final_congestion.png
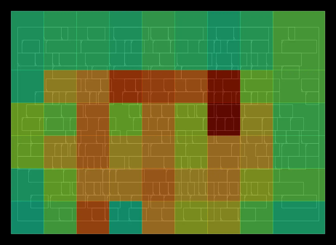
met1.png
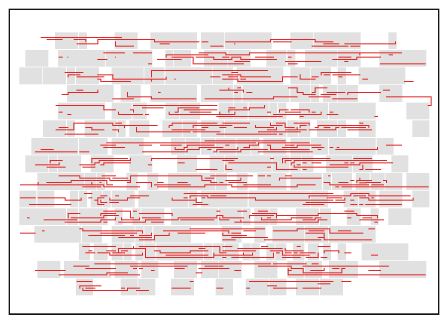
registers.png
Scale bar: 20 um. Other sequential cells in the stronger gray, the rest of the logic in the fainter gray.
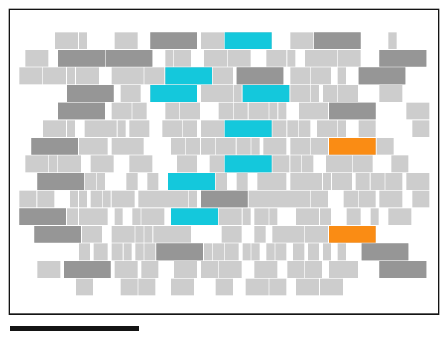
met3.png
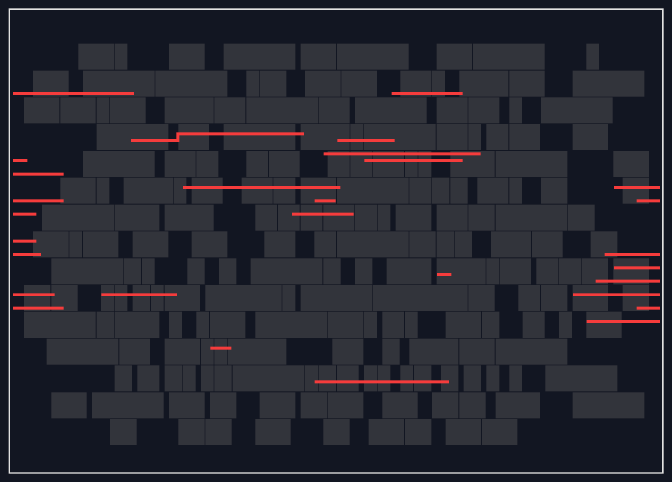
met2.png
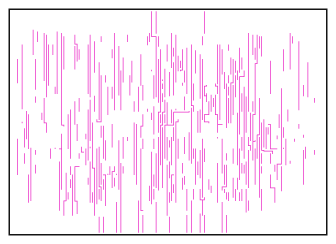
### config.mk
export PLATFORM = sky130hd
export DESIGN_NAME = step_cmd_gen_flat
export DESIGN_NICKNAME = d
export VERILOG_FILES = /design/src/rtl/step_cmd_gen_if.sv /design/src/rtl/step_cmd_gen.sv /design/src/flat_wrapper.sv
export SDC_FILE = /design/constraint.sdc
export NUM_CORES = 1
export LEC_CHECK = 0
export CORE_ASPECT_RATIO = 0.7
export CORE_UTILIZATION = 53
export DETAILED_ROUTE_END_ITERATION = 7
export PLACE_DENSITY = 0.85
export SKIP_LAST_GASP = 1
export SLEW_MARGIN = 25
export SYNTH_ARGS = -nofsm -noshare
export SYNTH_HDL_FRONTEND = slang
export SYNTH_SLANG_ARGS = --single-unit
### constraint.sdc
create_clock -name CP -period 3.57 [get_ports CP]
set_input_delay 1.071 -clock CP [delete_from_list [all_inputs] [get_ports CP]]
set_output_delay 1.071 -clock CP [all_outputs]
set_load 0.1 [all_outputs]
### src/rtl/step_cmd_gen_if.sv
// rtl/step_cmd_gen_if.sv - move request and status bundle between the control FSM and step_cmd_gen
interface step_cmd_gen_if #(
  parameter int CNT_W = 8,
  parameter int DIV_W = 8
);
  logic             start;
  logic             dir;
  logic [CNT_W-1:0] steps;
  logic [DIV_W-1:0] period;
  logic             abort;
  logic             step;
  logic             M;
  logic             busy;
  logic             done;
  logic             aborted;
  logic [CNT_W-1:0] remaining;

  modport master (
    output start, dir, steps, period, abort,
    input  step, M, busy, done, aborted, remaining
  );

  modport slave (
    input  start, dir, steps, period, abort,
    output step, M, busy, done, aborted, remaining
  );
endinterface

### src/rtl/step_cmd_gen.sv
// rtl/step_cmd_gen.sv - relative-move command stage issuing paced step strobes and a held direction
module step_cmd_gen #(
  parameter int CNT_W = 8,
  parameter int DIV_W = 8
) (
  input  logic         CP,
  input  logic         CR,
  step_cmd_gen_if.slave bus
);

  typedef enum logic [1:0] {IDLE, RUN, FIN} state_t;

  state_t           state, state_n;
  logic [DIV_W-1:0] div, div_n;
  logic [DIV_W-1:0] per, per_n;
  logic [CNT_W-1:0] rem, rem_n;
  logic             m_q, m_n;
  logic             ab, ab_n;
  logic             stp, stp_n;

  always_ff @(posedge CP) begin
    if (CR) begin
      state <= IDLE;
      div   <= '0;
      per   <= '0;
      rem   <= '0;
      m_q   <= 1'b0;
      ab    <= 1'b0;
      stp   <= 1'b0;
    end else begin
      state <= state_n;
      div   <= div_n;
      per   <= per_n;
      rem   <= rem_n;
      m_q   <= m_n;
      ab    <= ab_n;
      stp   <= stp_n;
    end
  end

  always_comb begin
    state_n = state;
    div_n   = div;
    per_n   = per;
    rem_n   = rem;
    m_n     = m_q;
    ab_n    = ab;
    stp_n   = 1'b0;
    case (state)
      IDLE: begin
        if (bus.start) begin
          ab_n = 1'b0;
          if (bus.steps != '0) begin
            per_n   = bus.period;
            rem_n   = bus.steps;
            m_n     = bus.dir;
            div_n   = '0;
            state_n = RUN;
          end else begin
            state_n = FIN;
          end
        end
      end
      RUN: begin
        // abort outranks a pending strobe; rem==0 here means the last strobe is on the wire
        if (bus.abort) begin
          ab_n    = 1'b1;
          state_n = FIN;
        end else if (rem == '0) begin
          state_n = FIN;
        end else if (div == per) begin
          div_n = '0;
          stp_n = 1'b1;
          rem_n = rem - CNT_W'(1);
        end else begin
          div_n = div + DIV_W'(1);
        end
      end
      FIN: begin
        state_n = IDLE;
      end
      default: begin
        state_n = IDLE;
      end
    endcase
  end

  assign bus.step      = stp;
  assign bus.M         = m_q;
  assign bus.busy      = (state == RUN);
  assign bus.done      = (state == FIN);
  assign bus.aborted   = ab;
  assign bus.remaining = rem;

endmodule

### src/flat_wrapper.sv
// flat-port wrapper written by rule: the top's interface ports become plain ports
module step_cmd_gen_flat 
#(
  parameter int CNT_W = 8,
  parameter int DIV_W = 8
)
  (CP, CR, bus_start, bus_dir, bus_steps, bus_period, bus_abort, bus_step, bus_M, bus_busy, bus_done, bus_aborted, bus_remaining);
  step_cmd_gen_if #(.CNT_W(CNT_W), .DIV_W(DIV_W)) bus_i ();
  input  logic CP;
  input  logic CR;
  input wire logic [$bits(bus_i.start)-1:0] bus_start;
  input wire logic [$bits(bus_i.dir)-1:0] bus_dir;
  input wire logic [$bits(bus_i.steps)-1:0] bus_steps;
  input wire logic [$bits(bus_i.period)-1:0] bus_period;
  input wire logic [$bits(bus_i.abort)-1:0] bus_abort;
  output wire logic [$bits(bus_i.step)-1:0] bus_step;
  output wire logic [$bits(bus_i.M)-1:0] bus_M;
  output wire logic [$bits(bus_i.busy)-1:0] bus_busy;
  output wire logic [$bits(bus_i.done)-1:0] bus_done;
  output wire logic [$bits(bus_i.aborted)-1:0] bus_aborted;
  output wire logic [$bits(bus_i.remaining)-1:0] bus_remaining;
  assign bus_i.start = bus_start;
  assign bus_i.dir = bus_dir;
  assign bus_i.steps = bus_steps;
  assign bus_i.period = bus_period;
  assign bus_i.abort = bus_abort;
  assign bus_step = bus_i.step;
  assign bus_M = bus_i.M;
  assign bus_busy = bus_i.busy;
  assign bus_done = bus_i.done;
  assign bus_aborted = bus_i.aborted;
  assign bus_remaining = bus_i.remaining;
  step_cmd_gen #(.CNT_W(CNT_W), .DIV_W(DIV_W)) u_core (.CP(CP), .CR(CR), .bus(bus_i));
endmodule
==> qor.rpt <==
====================================================================================
Post-layout total power                                                      1.02 mW
Post-synth area hogs                                                    dfxtp_1 (38%), mux2i_1 (12%), xor2_1 (6.3%)
Detail Placement HPWL                                                        2600 um
Path depth of the worst reg2reg path                                               9
Reg2reg start                                                           u_core.bus.remaining[0]
Result of the run                                                       finished clean
Delay of the slowest cell on the worst path                                   480 ps
First-pass GRT wire length                                                   5620 um
Core region area                                                         0.00259 mm2
Detailed Route WL                                                            3460 um
Count of buffering cells on the critical path with inverters included              2
Largest vdd supply drop                                                   0.000350 V
Net count after synthesis                                                        188
Mux contribution to synthesized area                                           11.8%
Detailed router's first-iteration violation count                                 72
Worst Hold Depth                                                                   1
Capture instance of the worst register-to-register path                 u_core.div[6]
Number of flops mapped to enable cells by yosys                                    0
Number of hold buffers added after CTS                                             0
Synth-to-layout area growth                                                    27.1%
Critical Path, Cell by Cell                                             clkdlybuf4s50_1 -> nor4_4 -> a21oi_2 -> nor2_4 -> a21oi_2 -> buf_4 -> or2_1 -> nor2_2
CTS Buffer Depth                                                                   2
Cell taking the most area after synthesis                                    dfxtp_1
Routability congestion estimate                                                0.832
Clk_lat worst skew                                                            280 ps
Required time of the critical path                                           3780 ps
CP startpoint kind                                                         input pin
Number of buffers inserted to repair setup after CTS                               0
Site Rows                                                                         15
Top cell type by instance count after synthesis                              dfxtp_1
Combined area of all synthesized cells                                   0.00153 mm2
Cell count after synthesis                                                       164
Core utilization before placement                                              58.9%
Static leakage power                                                        0.818 nW
Tcrit/Tclk final                                                               81.1%
Unrepaired setup endpoints after global routing                                   no
Die area                                                                 0.00310 mm2
Vias per Instance                                                               5.50
Global route total overflow                                                        0
Antenna Violating Nets Remaining                                                   0
CTS Buf Count                                                                      5
Number of nets in the finished design                                            224
CP most frequent cell                                                        a21oi_2
Commonest cells in the netlist                                          dfxtp_1 (29), nor2_1 (20), mux2i_1 (18)
Worst-Margin Slew                                                             713 ps
Flip-flop cell with the highest count after synthesis                        dfxtp_1
Register-to-register setup slack                                             1200 ps
Area share of the largest cell type after synthesis                            38.0%
Residual DRC count                                                                 0
Port Buf Inserts                                                                  33
====================================================================================
## Picture notes: final_congestion.png
detail-routed net length per standard cell: 14.7 um
met1 GRT Util: 34.3%
all-layer global routing usage: 24.9%

## Picture notes: met1.png
longest straight run: 27.1 um
share of all routed wire: 49%
wire length on this layer: 1690 um
main direction: horizontal

## Picture notes: registers.png
legend:
  cyan:
    name_in_the_netlist: `u_core.div`
    sequential_cells: 8
  orange:
    name_in_the_netlist: `u_core.state`
    sequential_cells: 2
not colored: 19

## Picture notes: met3.png
nets with wire on the layer: 25
share of all routed wire: 5.2%
longest straight run: 15.6 um

## Picture notes: met2.png
nets with wire on the layer: 199
wire length on this layer: 1570 um
share of all routed wire: 45%
longest straight run: 19.2 um

## per-layer routing
layer	wire, um	GRT usage (%)	vias up	share of wire, %
met5	0	0	-	0
met4	23	6.38	0	0.67
met3	181	6.55	4	5.2
met2	1570	39.6	38	45
met1	1690	34.3	611	49
li1	-	-	639	-
## registers in the layout, summed over array words and instances, names as in the netlist
signal / cells
u_core.bus.step: 1
u_core.bus.remaining: 8
u_core.state: 2
u_core.per: 8
u_core.div: 8
u_core.bus.aborted: 1
u_core.bus.M: 1
## cell usage in the layout, fill, tap and decap left out, types with 2 or more instances in the layout
master           synthesis  final
dfxtp_1                 29     29
nor2_1                  20     20
clkdlybuf4s50_1          0     20
mux2i_1                 18     18
buf_4                    0     16
nand2_1                 13     13
xor2_1                  11     11
nor2_2                   8      8
nand3_1                  7      7
clkbuf_8                 0      7
o21ai_0                  5      5
o21ai_1                  5      5
xnor2_1                  5      5
inv_1                    3      3
nor4_1                   3      3
ha_1                     3      3
nand2b_1                 2      2
nor2b_1                  2      2
nor4_2                   2      2
a21oi_2                  2      2
o31ai_1                  2      2
nor3b_1                  2      2
## worst max-delay path by stage
stage	endpoint	slack (ps)	cells past startpoint
after floorplan	bus_done	810	1
after global placement	u_core.div[7]	480	8
after detailed placement	u_core.div[6]	430	8
after CTS	u_core.div[6]	710	8
after global routing	u_core.div[6]	570	8
final	u_core.div[6]	680	8
## kinds of logic after synthesis
| kind of cell | Yosys count |
|---|---|
| AND/OR/NAND/NOR | 68 |
| adder cells (fa/ha/maj) | 3 |
| multiplexers | 18 |
| XOR/XNOR | 16 |
| flip-flops | 29 |
| AND-OR/OR-AND | 20 |
| buffers and inverters | 10 |
## where the power goes
group	switching, mW	internal (mW)
logic	0.230	0.111
clock network	0.122	0.174
registers	0.0306	0.349
## stage by stage
stage	setup slack (ps)	utilization [%]	hold slack, ps	cells	instance area, um2
2_1_floorplan	813	-	420	164	1530
3_3_place_gp	478	71.0	431	227	1840
3_5_place_dp	430	71.0	450	227	1840
4_1_cts	711	74.9	460	235	1940
5_1_grt	566	74.9	512	235	1940
6_report	675	74.9	466	235	1940
## area by class of cell
class                      count  area [um2]
clock inverter                 1        5.00
timing repair buffer          36         320
fill                         191         649
sequential                    29         581
clock buffer                   7        96.3
inverter                       3        11.3
tap                           34        42.5
multi-input combinational    125         885
Power is estimated from default activity; no workload was simulated.
